==> config.mk <==
export PLATFORM = sky130hd
export DESIGN_NAME = hazard_scoreboard
export DESIGN_NICKNAME = d
export VERILOG_FILES = /design/src/rtl/hazard_scoreboard_pkg.sv /design/src/rtl/hazard_scoreboard_match.sv /design/src/rtl/hazard_scoreboard.sv
export SDC_FILE = /design/constraint.sdc
export NUM_CORES = 1
export LEC_CHECK = 0
export CAP_MARGIN = 25
export CORE_ASPECT_RATIO = 1.5
export CORE_MARGIN = 2
export CORE_UTILIZATION = 51
export DETAILED_ROUTE_END_ITERATION = 7
export PLACE_DENSITY = 0.92
export SLEW_MARGIN = 10
export SYNTH_ARGS = -nofsm -noshare
export SYNTH_HDL_FRONTEND = slang
export SYNTH_HIERARCHICAL = 1
export SYNTH_SLANG_ARGS = --single-unit
==> constraint.sdc <==
create_clock -name clk -period 4.87 [get_ports clk]
set_input_delay 0.974 -clock clk [delete_from_list [all_inputs] [get_ports clk]]
set_output_delay 0.974 -clock clk [all_outputs]
set_load 0.1 [all_outputs]
Figure 1. Sub-block map.
(4 px per um)
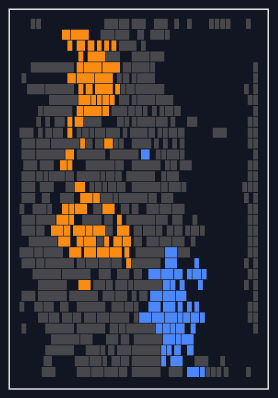
legend:
  `u_id_rt`:
    color: orange
    cells: 65
  `u_ex_rs`:
    color: blue
    cells: 45
not colored: 305
chip area: 6090 um^2
fin cells: 485
Final Core Density: 0.599

Figure 2. Cell area per tile.
(3 px per um) The die is cut into 6 by 9 equal tiles; white is low, dark blue is high, 0 to 100% covered.
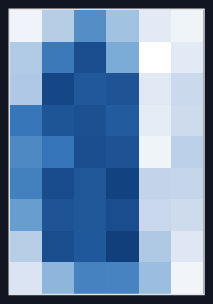
fullest tile: 94%
nearly empty tiles: 1.9%
emptiest ninth of the die: upper right
tiles over 75% full: 33%
mean over tiles: 51%
Core Region: 5370 um^2
Pre-Place Util: 0.520

Figure 3. M4 wires.
(4 px per um)
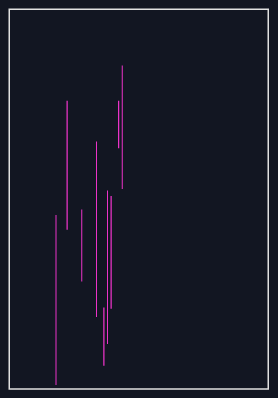
share of all routed wire: 4.4%
longest straight run: 43.5 um
WL final: 5.86 mm
vias post-DR: 2,315

Figure 4. Track usage over the die.
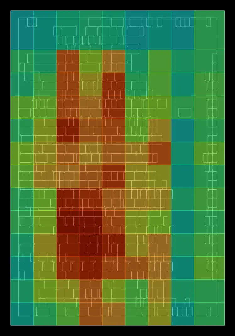
met2 Usage GRT: 0.398
Total GRT Usage: 0.195

Figure 5. Clock distribution.
(6 px per um)
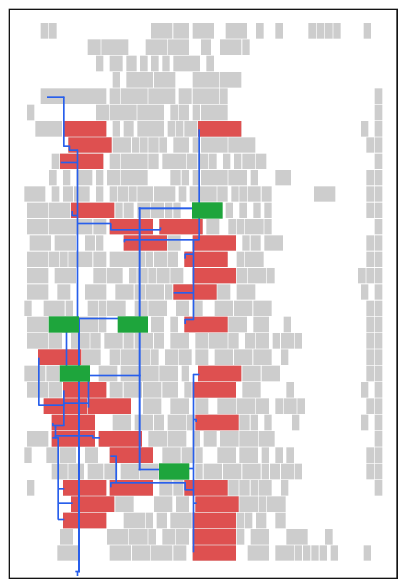
legend:
  clock wires:
    color: blue
    length: 363 um
  clock drivers:
    color: green
    count: 5
  flip-flops:
    color: red
    count: 33
routed clock nets: 6
skew final: 0.00151 ns
worst skew pair latency: 0.28 ns
clock power share: 0.251
clock-net power: 241 uW

==> run notes <==
fresh numbers from the pnr run: status finished clean, tool warnings 26, IO Pins 102, TritonCTS buffer count 5, Hold WS about 0.52 ns, post-DP HPWL between 4 and 5 mm, Max Freq 0.237 GHz, Layout area overhead 15.3%, crit start category input port, Initial DRC Count about 60, clk buf depth 2, Hold Fails Final Rpt 0, worst relative slew slack 0.351, crit path DAT approximately 3.3 ns, LEAKAGE around 1.5 nW, clock slew at reported path FFs roughly 0.06 ns, crit-path max cell delay 0.54 ns, antenna-violating nets left 0, net count reported at finish 462, Synth Cell Area roughly 2800 um^2, RD Place Congestion 0.860, Residual DRC 0, number of cell rows 33, I/O Buffers 37, # setup viols final 0, crit-path cells clkdlybuf4s50_1 > xnor2_1 > nand3_1 > nor3_1 > o2111ai_1 > a21oi_1 > or2_2 > buf_12, worst hold path depth 1, most numerous logic cell after layout conb_1, worst-margin pin slew roughly 0.97 ns, syn avg cell area 8.21 um^2, H-tree Lvls 2, initial antenna violation count 0, CTS tree built, fraction of layout cells with a size suffix above 1 0.0506, maximum fanout along the worst path 5, setup ws final 0.646 ns, worst slack, placed around 0.74 ns, global-route wire length before repair 9.11 mm, # fillers between 400 and 500, clock root buffer clkbuf_8, Max Cap Violations 0, Sink Count 33, GRT Residual Overflow 0, post-CTS sizing 0, fin crit share 0.867, worst reg2reg path depth 9, Post-CTS Setup Bufs 0, R2R Setup Slk 2.45 ns, antenna diode count 0, Power Total 961 uW, synth warn 6, largest net degree at the start of global routing 18, critical path endpoint category output pin, Mapped Cells around 340, TNS Setup 0 ns, min cycle time layout ~4.2 ns, most frequent logic cells in the routed design conb_1 (98), dfxtp_1 (33), xnor2_1 (32), Die W ~64 um, Avg Vias per Cell between 4 and 5, Die Ht around 95 um, RSZ-0062 raised after global routing no, critical path class in2out, DR pass1 iterations 4, Post-CTS Hold Fix Bufs 0, Pwr Density 299 nW/um^2, max-slew violations 0, Peak VDD IR 0.288 mV, Avg WL per Cell around 12 um, crit path DRT 3.90 ns, slowest CP cell clkdlybuf4s50_1, number of global-route vias before repair about 2,100, Hold Crit Class reg2reg
metrics by stage:
stage                     cell area, um^2  cells
after floorplan                      3150    437
after global placement               3110    478
final                                3220    485
after global routing                 3220    485
after detailed placement             3110    478
after CTS                            3220    485
cell type report:
| type | count | area [um^2] | area share |
|---|---|---|---|
| Inverter | 22 | 82.6 | 0.0257 |
| Sequential cell | 33 | 661 | 0.205 |
| Multi-Input combinational cell | 316 | 1910 | 0.595 |
| Clock inverter | 2 | 35.0 | 0.0109 |
| Timing Repair Buffer | 37 | 368 | 0.114 |
| Tap cell | 70 | 87.6 | 0.0272 |
| Clock buffer | 5 | 68.8 | 0.0214 |
worst max-delay path, delay by kind of cell:
family / cells / cell delay (ns)
AOI/OAI and AO/OA: 2 / 0.51
buffers and inverters: 2 / 0.73
xor gates and xnor gates: 1 / 0.27
and+or+nand+nor: 3 / 0.77
metal layers:
layer,track usage,vias to the layer above,share of wire,wire length (um)
met4,0.101,0,0.044,257
li1,-,1124,-,-
met5,0,-,0,0
met2,0.398,105,0.55,3250
met1,0.179,1065,0.35,2050
met3,0.0334,21,0.052,304
report_power, final:
| group | total [mW] | internal, mW | leakage [nW] | switching [mW] |
|---|---|---|---|---|
| Combinational | 0.404 | 0.0898 | 1.20 | 0.315 |
| Sequential | 0.316 | 0.287 | 0.273 | 0.0291 |
| Clock | 0.241 | 0.148 | 0.0540 | 0.0926 |
Power figures rest on the tool's default switching activity, not on a simulated workload.
